==> src/rtl/i2c_pkg.sv <==
`default_nettype none
// ============================================================================
//  Module      : i2c_pkg
//  Description : Shared definitions for the I2C transaction arbiter:
//                controller state encoding, I2C field widths and the default
//                transaction time budget.
//  Revision    : 1.0 - initial release
// ============================================================================
package i2c_pkg;

    localparam int ADDR_W          = 7;    // 7-bit I2C slave address
    localparam int DATA_W          = 16;   // 16-bit data word
    localparam int XFER_CYCLES_DEF = 256;  // default CLK cycles per transaction

    typedef enum logic [1:0] {
        IDLE = 2'd0,
        RUN  = 2'd1,
        FIN  = 2'd2
    } arb_state_t;

endpackage
`default_nettype wire

==> src/rtl/i2c_rr_pick.sv <==
`default_nettype none
// ============================================================================
//  Module      : i2c_rr_pick
//  Description : Combinational round-robin picker. Scans the request vector
//                starting one position after the previous winner, wrapping
//                modulo NUM_REQ, and reports the first set bit.
//  Ports       : req        - request vector
//                last_grant - index of the previous winner
//                winner_oh  - one-hot winner (all zero when nothing requests)
//                winner_idx - binary index of the winner
//                any_req    - at least one request is set
//  Revision    : 1.0 - initial release
// ============================================================================
module i2c_rr_pick #(
    parameter int NUM_REQ = 4,
    parameter int IDX_W   = $clog2(NUM_REQ)
) (
    input  logic [NUM_REQ-1:0] req,
    input  logic [IDX_W-1:0]   last_grant,
    output logic [NUM_REQ-1:0] winner_oh,
    output logic [IDX_W-1:0]   winner_idx,
    output logic               any_req
);

    logic w_found;
    int   w_cand;

    always_comb begin
        winner_oh  = '0;
        winner_idx = '0;
        w_found    = 1'b0;
        w_cand     = 0;
        // Offsets 1..NUM_REQ visit every requester once, ending with the
        // previous winner itself, so a lone persistent requester still wins.
        for (int k = 1; k <= NUM_REQ; k++) begin
            w_cand = int'(last_grant) + k;
            if (w_cand >= NUM_REQ) begin
                w_cand = w_cand - NUM_REQ;
            end
            if (!w_found && req[w_cand]) begin
                w_found            = 1'b1;
                winner_idx         = IDX_W'(w_cand);
                winner_oh[w_cand]  = 1'b1;
            end
        end
    end

    assign any_req = |req;

endmodule
`default_nettype wire

==> src/rtl/i2c_txn_arbiter.sv <==
`default_nettype none
// ============================================================================
//  Module      : i2c_txn_arbiter
//  Description : Shares a single I2C master between NUM_REQ requesters.
//                Round-robin arbitration, operand latching onto the master,
//                fixed-budget transaction timing (the master has no done
//                flag), read-data return and a one-cycle DONE to the owner.
//  Ports       : CLK, RST (synchronous, active-low)
//                REQ/REQ_RNW/REQ_ADDR/REQ_WDATA - per-requester request,
//                    direction and packed operands
//                GNT/DONE/RDATA/BUSY - requester-side status
//                M_START_STB/M_RNW/M_ADDR/M_WDATA/M_RDATA - master side
//  Revision    : 1.0 - initial release
// ============================================================================
module i2c_txn_arbiter
    import i2c_pkg::*;
#(
    parameter int NUM_REQ     = 4,
    parameter int XFER_CYCLES = XFER_CYCLES_DEF,
    parameter int CNT_W       = $clog2(XFER_CYCLES + 1)
) (
    input  logic                        CLK,
    input  logic                        RST,
    input  logic [NUM_REQ-1:0]          REQ,
    input  logic [NUM_REQ-1:0]          REQ_RNW,
    input  logic [ADDR_W*NUM_REQ-1:0]   REQ_ADDR,
    input  logic [DATA_W*NUM_REQ-1:0]   REQ_WDATA,
    output logic [NUM_REQ-1:0]          GNT,
    output logic [NUM_REQ-1:0]          DONE,
    output logic [DATA_W-1:0]           RDATA,
    output logic                        BUSY,
    output logic                        M_START_STB,
    output logic                        M_RNW,
    output logic [ADDR_W-1:0]           M_ADDR,
    output logic [DATA_W-1:0]           M_WDATA,
    input  logic [DATA_W-1:0]           M_RDATA
);

    localparam int IDX_W = $clog2(NUM_REQ);

    localparam logic [CNT_W-1:0] c_timer_load = CNT_W'(XFER_CYCLES - 1);
    localparam logic [IDX_W-1:0] c_last_rst   = IDX_W'(NUM_REQ - 1);

    arb_state_t          r_state,  w_state_nxt;
    logic [CNT_W-1:0]    r_timer,  w_timer_nxt;
    logic [IDX_W-1:0]    r_last,   w_last_nxt;
    logic [NUM_REQ-1:0]  r_gnt,    w_gnt_nxt;
    logic [NUM_REQ-1:0]  r_done,   w_done_nxt;
    logic [DATA_W-1:0]   r_rdata,  w_rdata_nxt;
    logic                r_busy,   w_busy_nxt;
    logic                r_stb,    w_stb_nxt;
    logic                r_rnw,    w_rnw_nxt;
    logic [ADDR_W-1:0]   r_addr,   w_addr_nxt;
    logic [DATA_W-1:0]   r_wdata,  w_wdata_nxt;

    logic [NUM_REQ-1:0]  w_win_oh;
    logic [IDX_W-1:0]    w_win_idx;
    logic                w_any_req;

    i2c_rr_pick #(
        .NUM_REQ    (NUM_REQ),
        .IDX_W      (IDX_W)
    ) u_pick (
        .req        (REQ),
        .last_grant (r_last),
        .winner_oh  (w_win_oh),
        .winner_idx (w_win_idx),
        .any_req    (w_any_req)
    );

    // ------------------------------------------------------------------
    // Next-state and registered-output logic
    // ------------------------------------------------------------------
    always_comb begin
        w_state_nxt = r_state;
        w_timer_nxt = r_timer;
        w_last_nxt  = r_last;
        w_gnt_nxt   = r_gnt;
        w_done_nxt  = '0;
        w_rdata_nxt = r_rdata;
        w_busy_nxt  = r_busy;
        w_stb_nxt   = 1'b0;       // strobe only ever lasts one cycle
        w_rnw_nxt   = r_rnw;
        w_addr_nxt  = r_addr;
        w_wdata_nxt = r_wdata;

        case (r_state)
            IDLE: begin
                if (w_any_req) begin
                    w_state_nxt = RUN;
                    w_gnt_nxt   = w_win_oh;
                    w_busy_nxt  = 1'b1;
                    w_stb_nxt   = 1'b1;
                    w_last_nxt  = w_win_idx;
                    w_timer_nxt = c_timer_load;
                    w_rnw_nxt   = REQ_RNW[w_win_idx];
                    w_addr_nxt  = REQ_ADDR[int'(w_win_idx)*ADDR_W +: ADDR_W];
                    w_wdata_nxt = REQ_WDATA[int'(w_win_idx)*DATA_W +: DATA_W];
                end
            end

            RUN: begin
                if (r_timer == '0) begin
                    w_state_nxt = FIN;
                    w_done_nxt  = r_gnt;
                    // Read data is taken at the edge that enters FIN so it
                    // is presented alongside DONE.
                    if (r_rnw) begin
                        w_rdata_nxt = M_RDATA;
                    end
                end else begin
                    w_timer_nxt = r_timer - CNT_W'(1);
                end
            end

            FIN: begin
                w_state_nxt = IDLE;
                w_gnt_nxt   = '0;
                w_busy_nxt  = 1'b0;
            end

            default: begin
                w_state_nxt = IDLE;
                w_gnt_nxt   = '0;
                w_busy_nxt  = 1'b0;
            end
        endcase
    end

    // ------------------------------------------------------------------
    // State and output registers
    // ------------------------------------------------------------------
    always_ff @(posedge CLK) begin
        if (!RST) begin
            r_state <= IDLE;
            r_timer <= '0;
            r_last  <= c_last_rst;
            r_gnt   <= '0;
            r_done  <= '0;
            r_rdata <= '0;
            r_busy  <= 1'b0;
            r_stb   <= 1'b0;
            r_rnw   <= 1'b0;
            r_addr  <= '0;
            r_wdata <= '0;
        end else begin
            r_state <= w_state_nxt;
            r_timer <= w_timer_nxt;
            r_last  <= w_last_nxt;
            r_gnt   <= w_gnt_nxt;
            r_done  <= w_done_nxt;
            r_rdata <= w_rdata_nxt;
            r_busy  <= w_busy_nxt;
            r_stb   <= w_stb_nxt;
            r_rnw   <= w_rnw_nxt;
            r_addr  <= w_addr_nxt;
            r_wdata <= w_wdata_nxt;
        end
    end

    assign GNT         = r_gnt;
    assign DONE        = r_done;
    assign RDATA       = r_rdata;
    assign BUSY        = r_busy;
    assign M_START_STB = r_stb;
    assign M_RNW       = r_rnw;
    assign M_ADDR      = r_addr;
    assign M_WDATA     = r_wdata;

endmodule
`default_nettype wire

==> config.mk <==
export PLATFORM = sky130hd
export DESIGN_NAME = i2c_txn_arbiter
export DESIGN_NICKNAME = d
export VERILOG_FILES = /design/src/rtl/i2c_pkg.sv /design/src/rtl/i2c_rr_pick.sv /design/src/rtl/i2c_txn_arbiter.sv
export SDC_FILE = /design/constraint.sdc
export NUM_CORES = 1
export LEC_CHECK = 0
export CAP_MARGIN = 15
export CORE_MARGIN = 3
export CORE_UTILIZATION = 42
export DETAILED_ROUTE_END_ITERATION = 16
export PLACE_DENSITY_LB_ADDON = 0.25
export SLEW_MARGIN = 15
export SYNTH_ARGS = -nofsm -noshare
export SYNTH_HDL_FRONTEND = slang
export SYNTH_SLANG_ARGS = --single-unit
==> constraint.sdc <==
create_clock -name CLK -period 4.4 [get_ports CLK]
set_input_delay 0.66 -clock CLK [delete_from_list [all_inputs] [get_ports CLK]]
set_output_delay 0.66 -clock CLK [all_outputs]
set_load 0.05 [all_outputs]
==> images/congestion.png <==
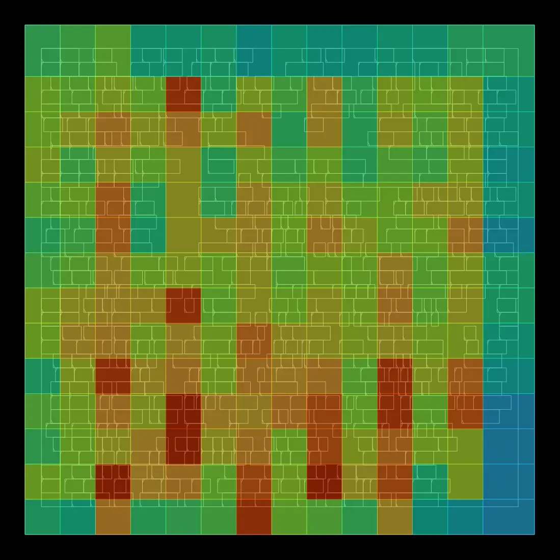
met2 global-route usage: 0.3458
Global Route met3 Usage: 0.06532
overall track demand over capacity in global routing: 0.2128

==> images/clk_routes.png <==
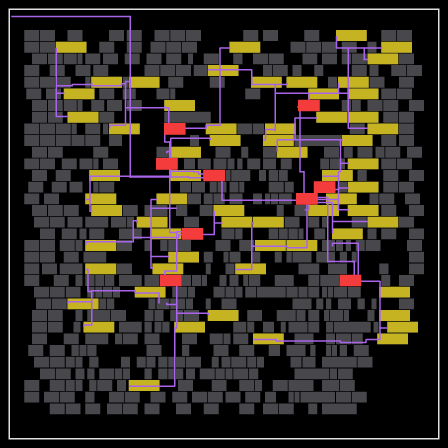
Purple marks clock wires, length 835 µm. Yellow marks flip-flops, count 63. Red marks clock drivers, count 9.
There are 10 routed clock nets.

==> images/logic_types.png <==
The bar under the picture is 20 µm long.
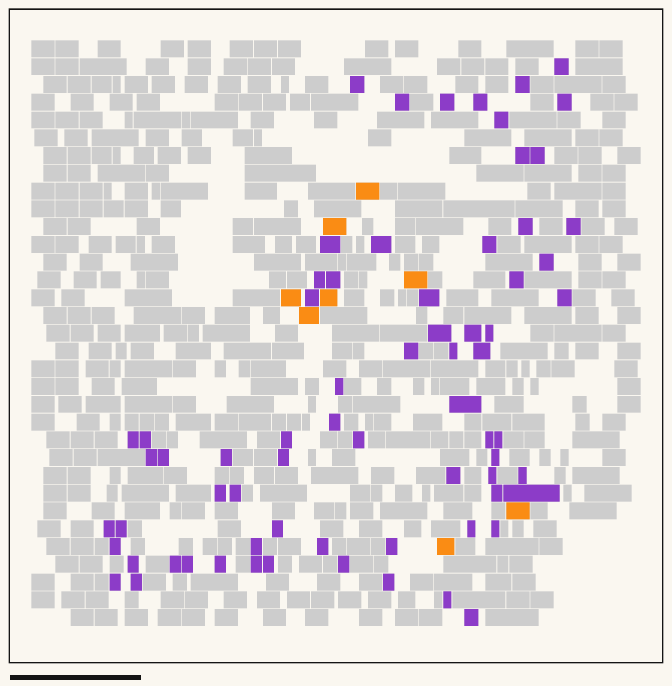
Orange marks AND-OR and OR-AND gates, cells 8. Purple marks NOR gates, cells 70, most used nor3_1.
final cell count without fillers: 651
multi-input gate share of the layout cell area: 0.3965
most numerous logic cell after layout: clkdlybuf4s50_1

==> images/wires.png <==
The bar under the picture is 20 µm long.
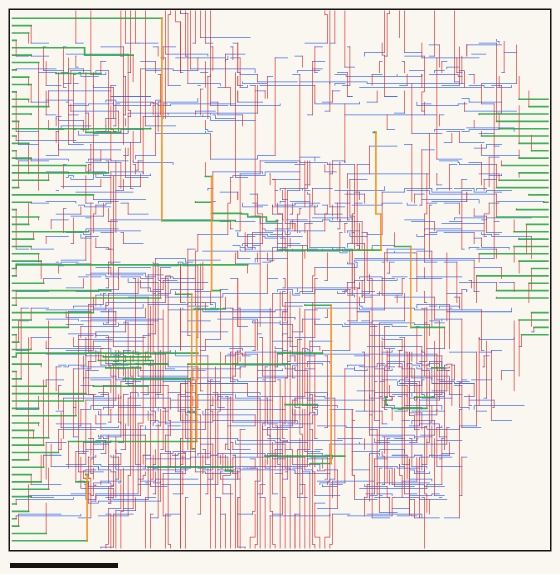
Red marks metal 2, wire length 5,050 µm. Green marks metal 3, wire length 996 µm. Orange marks metal 4, wire length 191 µm. Blue marks metal 1, wire length 4,480 µm.

==> logic make-up after synthesis <==
kind of cell / share of synthesized area
adders and majority gates: 0.03048
buffers and inverters: 0.06299
xor gates and xnor gates: 0.01185
DFF: 0.3413
muxes: 0.1764
and+or+nand+nor: 0.1863
AOI/OAI and AO/OA: 0.1907
==> power groups by stage <==
stage,clock (mW),sequential (mW),combinational (mW)
2_1_floorplan,0,1.00,0.730
3_3_place_gp,0,0.748,1.33
3_5_place_dp,0,0.748,1.36
4_1_cts,0.589,0.739,1.36
5_1_grt,0.615,0.753,1.46
6_report,0.571,0.739,1.36
==> cell type report <==
cell class	count	area [µm²]	area share
inverters	8	30.03	0.005361
repair buffers	175	1732	0.3091
multi-input cells	284	2221	0.3965
well taps	105	131.4	0.02345
clock inverters	7	102.6	0.01832
clock buffers	9	123.9	0.02211
flip-flops and latches	63	1261	0.2252
==> critical path: stages (launching register included) <==
cell and delay [ns]:
dfxtp_1 0.69, inv_1 0.26, ha_1 0.48, mux4_2 0.48, nor4b_4 0.41, nor2_1 0.09
a31oi_2 0.23, and2_1 0.68, a221oi_1 0.22
==> sequential cells by signal, indices dropped and copies added (netlist names) <==
name,cells
M_ADDR,7
BUSY,1
r_last,2
r_state,2
RDATA,16
M_START_STB,1
M_WDATA,16
r_timer,9
M_RNW,1
GNT,4
DONE,4
==> layer usage <==
layer,part of all wire,vias up
met5,0,-
met3,0.093,18
li1,-,1762
met1,0.42,1659
met2,0.47,164
met4,0.018,0
==> path summary, 6_finish.rpt <==
check	slack, ns	to	from	depth (start not counted)
hold reg to reg	0.47	M_ADDR[0]	M_ADDR[0]	2
hold / removal	0.47	M_ADDR[0]	M_ADDR[0]	2
setup reg to reg	0.69	M_WDATA[11]	r_last[0]	8
setup / recovery	0.69	M_WDATA[11]	r_last[0]	8
==> flow_results.org <==
* Flow results

** GRT
- The number of global-route vias before repair was 3,572.
- Most crowded layer after global routing :: met2
- Number of antenna violations at the first check in global routing :: 0
- On met1, the global router reports a usage of 0.2698.
- The first global-routing pass estimated 17,340 µm of wire.
- After global routing the overflow that remains totals 0.

** Floorplanning
- Die Y :: 99.80 µm
- Core Footprint :: 8382 µm²
- The floorplan step set the die width to 99.80 µm.
- Core Density at Floorplan :: 0.4408
- IO Pins :: 168

** Pwr
- Fraction of power consumed by the clock network :: 0.214
- Leakage power total :: 2.323 nW
- Total power draw :: 2.674 mW
- Net switching fraction of the power :: 0.4203
- The script extracted a net switching power of 1.124 mW.
- The share of total power dissipated in sequential elements is 0.276.
- Cell internal power was estimated by the tool at 1.550 mW.
- Peak supply drop :: 0.2458 mV

** STA
- RSZ-0062 raised after global routing :: false
- The worst-case max-slew headroom was logged as 0.2487.
- Final setup fails :: 0
- On the final layout, the worst hold slack is 0.4695 ns.
- Achievable frequency :: 269.7 MHz
- In the finished design, the share of the clock period the worst path needs comes to 0.8428.
- The clock arrives with 0.007751 ns of skew.
- The final hold violation count recorded for this run is 0.
- Total Neg Setup Slack :: 0 ns
- Per the final report, max-transition violations number 0.
- Final critical-path required period :: 3.708 ns

** Logic synthesis
- Top_reg_cell synth :: dfxtp_1
- The synth_stat.txt file lists the number of cells as 386.
- Yosys attributes the largest share of cell area to dfxtp_1 (34%), mux2i_1 (15%), nor3_1 (4.2%), a221oi_2 (4.1%), ha_1 (3.0%).
- The mapped netlist covers 3695 µm².
- In this run the mean area of a mapped cell was 9.572 µm².
- Cells after synthesis :: 386
- Cell types with the highest counts after synthesis :: dfxtp_1 (63), mux2i_1 (55), nor3_1 (31)
- Post-synth cell types :: 53
- Summed standard-cell area reported by yosys :: 3695 µm²
- The synthesized design contains 0 enable-type register cells.
- Register share after synthesis :: 0.3413
- Dominant cell type by area after synthesis :: dfxtp_1
- The number of nets in the synthesized netlist is 513.
- The synthesis stat section lists a flop and latch total of 63.
- Synth top area share :: 0.3413
- The Yosys step of the flow raised 0 warnings.

** Placement
- The final weighted congestion recorded by global placement is 0.8279.
- Port buffer count :: 167
- Once placement completed, the tool counted placed cells totaling 635.
- The placement stage leaves a total instance area of 5375 µm².
- The pre-CTS setup check shows a worst slack of 0.7181 ns.
- After legalization and detailed placement, the total HPWL measured 8028 µm.

** Detailed routing
- Summed over all layers, the routed wires come to 10,720 µm.
- Drt pass-1 iters :: 4
- Per the log, the first TritonRoute iteration ended with a DRC count of 148.
- Nets still carrying antenna violations after routing amount to 0.
- Per the detail_route report, routed wire per instance is 16.46 µm.
- Residual DRC :: 0
- Vias :: 3,603

** Worst hold path
- Path category of the worst min-delay check :: reg -> reg

** Clocking
- The CTS report gives the tree buffer count as 9.
- Clock tree from TritonCTS :: done
- CTS clk-pin slew, worst paths :: 0.07 ns
- The clock passes through at most 2 buffers.
- In this run, post-CTS hold repair placed 0 buffers.
- As reported, the later end of the worst-skew pair has a clock insertion delay of 0.33 ns.
- Number of resized instances in the post-cts repair step :: 0
- In this run the number of H-tree levels came out at 3.
- Cell at the root of the clock tree :: clkbuf_8

** Run
- The tool flagged a number of max-cap violations equal to 0.
- Warnings raised by the tools during the run amount to 33.

** Cells and area
- Layout net count :: 668
- Share of layout cells above drive strength 1 :: 0.08608
- Fraction of the core area covered by cells at the end of the flow :: 0.6683
- The layout has 689 filler cells.
- The top cell types in the final layout, fill and taps aside, are clkdlybuf4s50_1 (167), dfxtp_1 (63), mux2i_1 (55).
- Final design area excluding fillers :: 5602 µm²

** Outcome
- The run finished with clean final reports.

** Critical path
- Category of the worst setup path launch point :: flip-flop
- In the setup report, the worst path falls into the class reg -> reg.
- CP Max Fanout :: 15
- The worst setup path is captured at a flip-flop.
No activity file was given, so power comes from the tool's default toggle rates.
